## config.mk

```make
export PLATFORM = sky130hd
export DESIGN_NAME = moldudp_miss_msg_det
export DESIGN_NICKNAME = d
export VERILOG_FILES = /design/src/rtl/moldudp_miss_msg_det.sv
export SDC_FILE = /design/constraint.sdc
export NUM_CORES = 2
export LEC_CHECK = 0
export CORE_MARGIN = 2
export CORE_UTILIZATION = 58
export DETAILED_ROUTE_END_ITERATION = 6
export PLACE_DENSITY = 0.86
export SYNTH_ARGS = -nofsm -noshare
export SYNTH_HDL_FRONTEND = slang
export SYNTH_SLANG_ARGS = --single-unit
```

## constraint.sdc

```tcl
create_clock -name clk -period 12.7 [get_ports clk]
set_input_delay 3.175 -clock clk [delete_from_list [all_inputs] [get_ports clk]]
set_output_delay 3.175 -clock clk [all_outputs]
set_load 0.02 [all_outputs]
```

## src/rtl/moldudp_miss_msg_det.sv

```systemverilog
// MoldUDP64 missed-message detector: tracks expected session/sequence and reports gaps.
// Optional simulation checks are compiled in with MISS_DET_ASSERT_EN.
module moldudp_miss_msg_det #(
  parameter int SEQ_NUM_W = 64,
  parameter int SID_W     = 80,
  parameter int ML_W      = 16,
  parameter logic [SID_W-1:0] SID_GAP_MAX = SID_W'(1) << (SEQ_NUM_W - 1)
) (
  input  logic                 clk,
  input  logic                 nreset,
  input  logic                 v_i,
  input  logic [SID_W-1:0]     sid_i,
  input  logic [SEQ_NUM_W-1:0] seq_num_i,
  input  logic [ML_W-1:0]      msg_cnt_i,
  input  logic                 eos_i,
  output logic                 miss_seq_num_v_o,
  output logic [SID_W-1:0]     miss_seq_num_sid_o,
  output logic [SEQ_NUM_W-1:0] miss_seq_num_start_o,
  output logic [SEQ_NUM_W-1:0] miss_seq_num_cnt_o,
  output logic                 miss_sid_v_o,
  output logic [SID_W-1:0]     miss_sid_start_o,
  output logic [SEQ_NUM_W-1:0] miss_sid_seq_num_start_o,
  output logic [SID_W-1:0]     miss_sid_cnt_o,
  output logic [SEQ_NUM_W-1:0] miss_sid_seq_num_end_o
);

  logic                 synced_q, synced_d;
  logic [SID_W-1:0]     exp_sid_q, exp_sid_d;
  logic [SEQ_NUM_W-1:0] exp_seq_q, exp_seq_d;

  logic [SEQ_NUM_W-1:0] end_seq;
  logic [SEQ_NUM_W-1:0] seq_gap;
  logic [SID_W-1:0]     sid_gap;
  logic                 accepted;
  logic                 seq_hit;
  logic                 sid_hit;

  always_comb begin
    synced_d  = synced_q;
    exp_sid_d = exp_sid_q;
    exp_seq_d = exp_seq_q;
    accepted  = 1'b0;
    seq_hit   = 1'b0;
    sid_hit   = 1'b0;
    end_seq   = seq_num_i + SEQ_NUM_W'(msg_cnt_i);
    seq_gap   = seq_num_i - exp_seq_q;
    sid_gap   = sid_i - exp_sid_q;

    if (v_i) begin
      if (!synced_q) begin
        accepted  = 1'b1;
        synced_d  = 1'b1;
        exp_sid_d = sid_i;
        exp_seq_d = end_seq;
      end else if (sid_i == exp_sid_q) begin
        accepted = 1'b1;
        if (seq_num_i > exp_seq_q) begin
          seq_hit   = 1'b1;
          exp_seq_d = end_seq;
        end else if (seq_num_i == exp_seq_q) begin
          exp_seq_d = end_seq;
        end else if (end_seq > exp_seq_q) begin
          // late packet that still carries messages beyond what we expected
          exp_seq_d = end_seq;
        end
      end else if (sid_i > exp_sid_q) begin
        accepted  = 1'b1;
        sid_hit   = (sid_gap <= SID_GAP_MAX);
        exp_sid_d = sid_i;
        exp_seq_d = end_seq;
      end
      // end-of-session overrides: next packet must be the first of the following session
      if (accepted && eos_i) begin
        exp_sid_d = sid_i + SID_W'(1);
        exp_seq_d = SEQ_NUM_W'(1);
      end
    end
  end

  always_ff @(posedge clk) begin
    if (nreset) begin
      synced_q                 <= 1'b0;
      exp_sid_q                <= '0;
      exp_seq_q                <= SEQ_NUM_W'(1);
      miss_seq_num_v_o         <= 1'b0;
      miss_seq_num_sid_o       <= '0;
      miss_seq_num_start_o     <= '0;
      miss_seq_num_cnt_o       <= '0;
      miss_sid_v_o             <= 1'b0;
      miss_sid_start_o         <= '0;
      miss_sid_seq_num_start_o <= '0;
      miss_sid_cnt_o           <= '0;
      miss_sid_seq_num_end_o   <= '0;
    end else begin
      synced_q         <= synced_d;
      exp_sid_q        <= exp_sid_d;
      exp_seq_q        <= exp_seq_d;
      miss_seq_num_v_o <= seq_hit;
      miss_sid_v_o     <= sid_hit;
      if (seq_hit) begin
        miss_seq_num_sid_o   <= sid_i;
        miss_seq_num_start_o <= exp_seq_q;
        miss_seq_num_cnt_o   <= seq_gap;
      end
      if (sid_hit) begin
        miss_sid_start_o         <= exp_sid_q;
        miss_sid_seq_num_start_o <= exp_seq_q;
        miss_sid_cnt_o           <= sid_gap;
        miss_sid_seq_num_end_o   <= seq_num_i;
      end
    end
  end

`ifdef MISS_DET_ASSERT_EN
  logic [SEQ_NUM_W-1:0] seq_report_end;
  assign seq_report_end = miss_seq_num_start_o + miss_seq_num_cnt_o;

  always @(posedge clk) begin
    if (!nreset) begin
      assert (!$isunknown(v_i)) else $error("v_i is X");
      assert (!(miss_seq_num_v_o && miss_sid_v_o)) else $error("both miss valids high");
      if (miss_seq_num_v_o) begin
        assert (miss_seq_num_cnt_o != '0) else $error("zero seq miss count");
        assert (miss_seq_num_start_o < seq_report_end) else $error("seq miss range wraps");
      end
      if (miss_sid_v_o)
        assert (miss_sid_cnt_o != '0) else $error("zero sid miss count");
    end
  end
`endif

endmodule

```

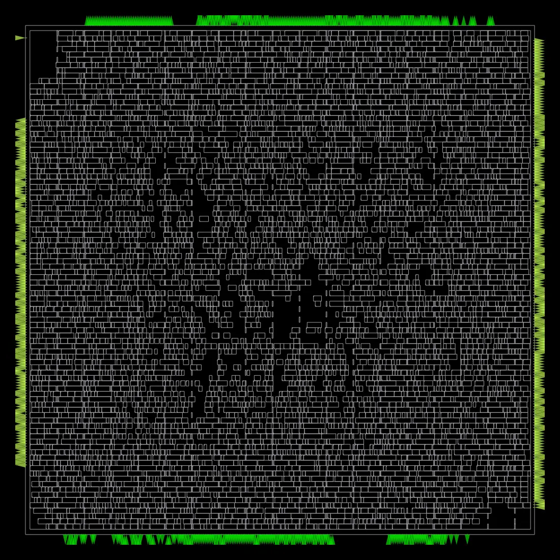
(images/placement.png)
std cell rows: 94
Layout fillers: 5056
number of tapcells: 864

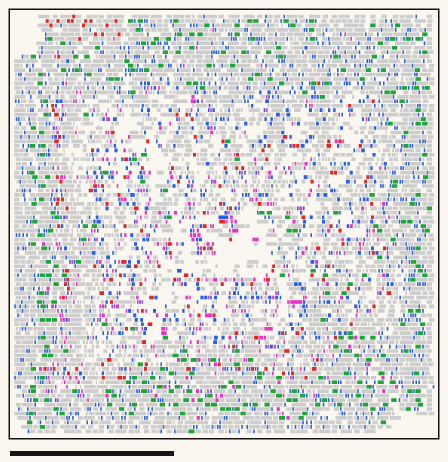
(images/logic_types.png)
Scale bar: 100 um.
| colour | family | cells | most used |
|---|---|---|---|
| red | AND and OR gates | 159 | and3_1 |
| green | multiplexers | 294 | mux2i_1 |
| blue | NAND gates | 1373 | nand2_1 |
| magenta | NOR gates | 414 | nor2_1 |
most common library cell in the layout ignoring fill and taps: nand2_1
Comb area share: 0.491
number of non-filler instances in the completed layout: 6306

==> results.txt <==
Status on the layout run. In this run the deepest clock path goes through 3 buffers. Detailed-routing iteration count for the pre-antenna-repair pass landed at 6. The main area contributors are dfxtp_1 (34%), nand2_1 (11%), ha_1 (7.3%). Grouping stages by cell kind, the critical path spends the most delay in AND-OR/OR-AND gates. Power consumed by the clock network landed at around 0.0022 W.

The tool flagged a number of max-cap violations equal to 0. In this run, power in combinational logic comes to ~0.0012 W. Setup slack on the worst reg-to-reg path comes out at around 6.6 ns.

Per the final report, max-transition violations number 0. Pre-CTS setup slack landed at between 2 and 3 ns. The overall die size recorded for this design is between 0.06 and 0.07 mm2. Initial antenna violation count landed at 3. Hold repair after CTS inserted 0 buffers. Multi-input gate area in the final layout landed at 0.0233 mm2. Count of flip-flops and latches landed at ~640. STA lists the startpoint of the worst hold path as miss_seq_num_sid_o[71].

First-pass GRT wire length landed at ~210 mm. According to the floorplan report, the die width is roughly 260 um. STA reports the tightest min-delay check as being of type reg -> reg. Buffers added to address setup during post-CTS repair amount to 0.

The script logs the mean routed wire length per placed instance as 22.1 um. Post-detailed-route count of antenna-violating nets landed at 0. Of the total power, combinational logic draws 0.219. Sequential power for this build is 0.00209 W. TritonCTS built the clock tree.

Yosys stat cell total landed at about 5000. Sorting the Yosys area breakdown by cell type puts at the top dfxtp_1. The run finished with clean final reports. The timing report shows the most common cell along the critical path to be o21ai_0. After routing, the total negative slack on setup checks comes to 0 ns. Finished layout cell area landed at about 0.047 mm2. The worst register-to-register path has a depth of 15. Per the finish-stage timing summary, setup violations number 0. Routed via count landed at between 30000 and 40000. Total congestion overflow after global routing landed at 0. The area fraction of the largest cell type after synthesis is 0.336. Core utilization at floorplan landed at 0.584. Clock latency on the worst-skew pair, taken at its later pin, is 0.63 ns. The switching component of the power was reported as between 0.0015 and 0.002 W.

Proportion of cell area spent on the clock network landed at 0.0525. Met2 routed wirelength landed at about 65 mm. Chip area estimate from yosys synthesis landed at ~0.038 mm2.

The analysis attributes to cell leakage a power of between 15 and 20 nW. Sequential cell area landed at about 0.013 mm2. For reference, the post-synthesis area per instance comes to 7.79 um2. For reference, the most critical setup path is categorized as in -> reg. Counting both buffers and inverters, the worst setup path holds a total of 3.

Maximum level of the CTS H-tree landed at 3. Data arrival time of the critical path landed at about 10 ns. The repair_antennas step left the layout with diodes totalling 3.

The via count of the first global-routing pass is around 37000. Overall power of the completed layout landed at around 0.0055 W. Dividing total power by cell area gives a power density of about 120 mW/mm2. Async set or reset register ratio after synthesis landed at 0. Proportion of final cell area spent on non-clock buffers landed at 0.144. By area, the class that comes first in the final layout consists of combinational gates.

Looking at the global route congestion table, the highest-usage layer is met2. Total of buffers placed on input and output ports landed at 661. Remaining routing DRC violations landed at 0.

The worst setup path is launched from an input port. Per the log, the first TritonRoute iteration ended with a DRC count of roughly 3400. Post-synthesis net count landed at 5311.

Final tally of hold violations landed at 0. Number of instances in the synthesized netlist landed at 4919.
Power and IR drop assume default switching activity.
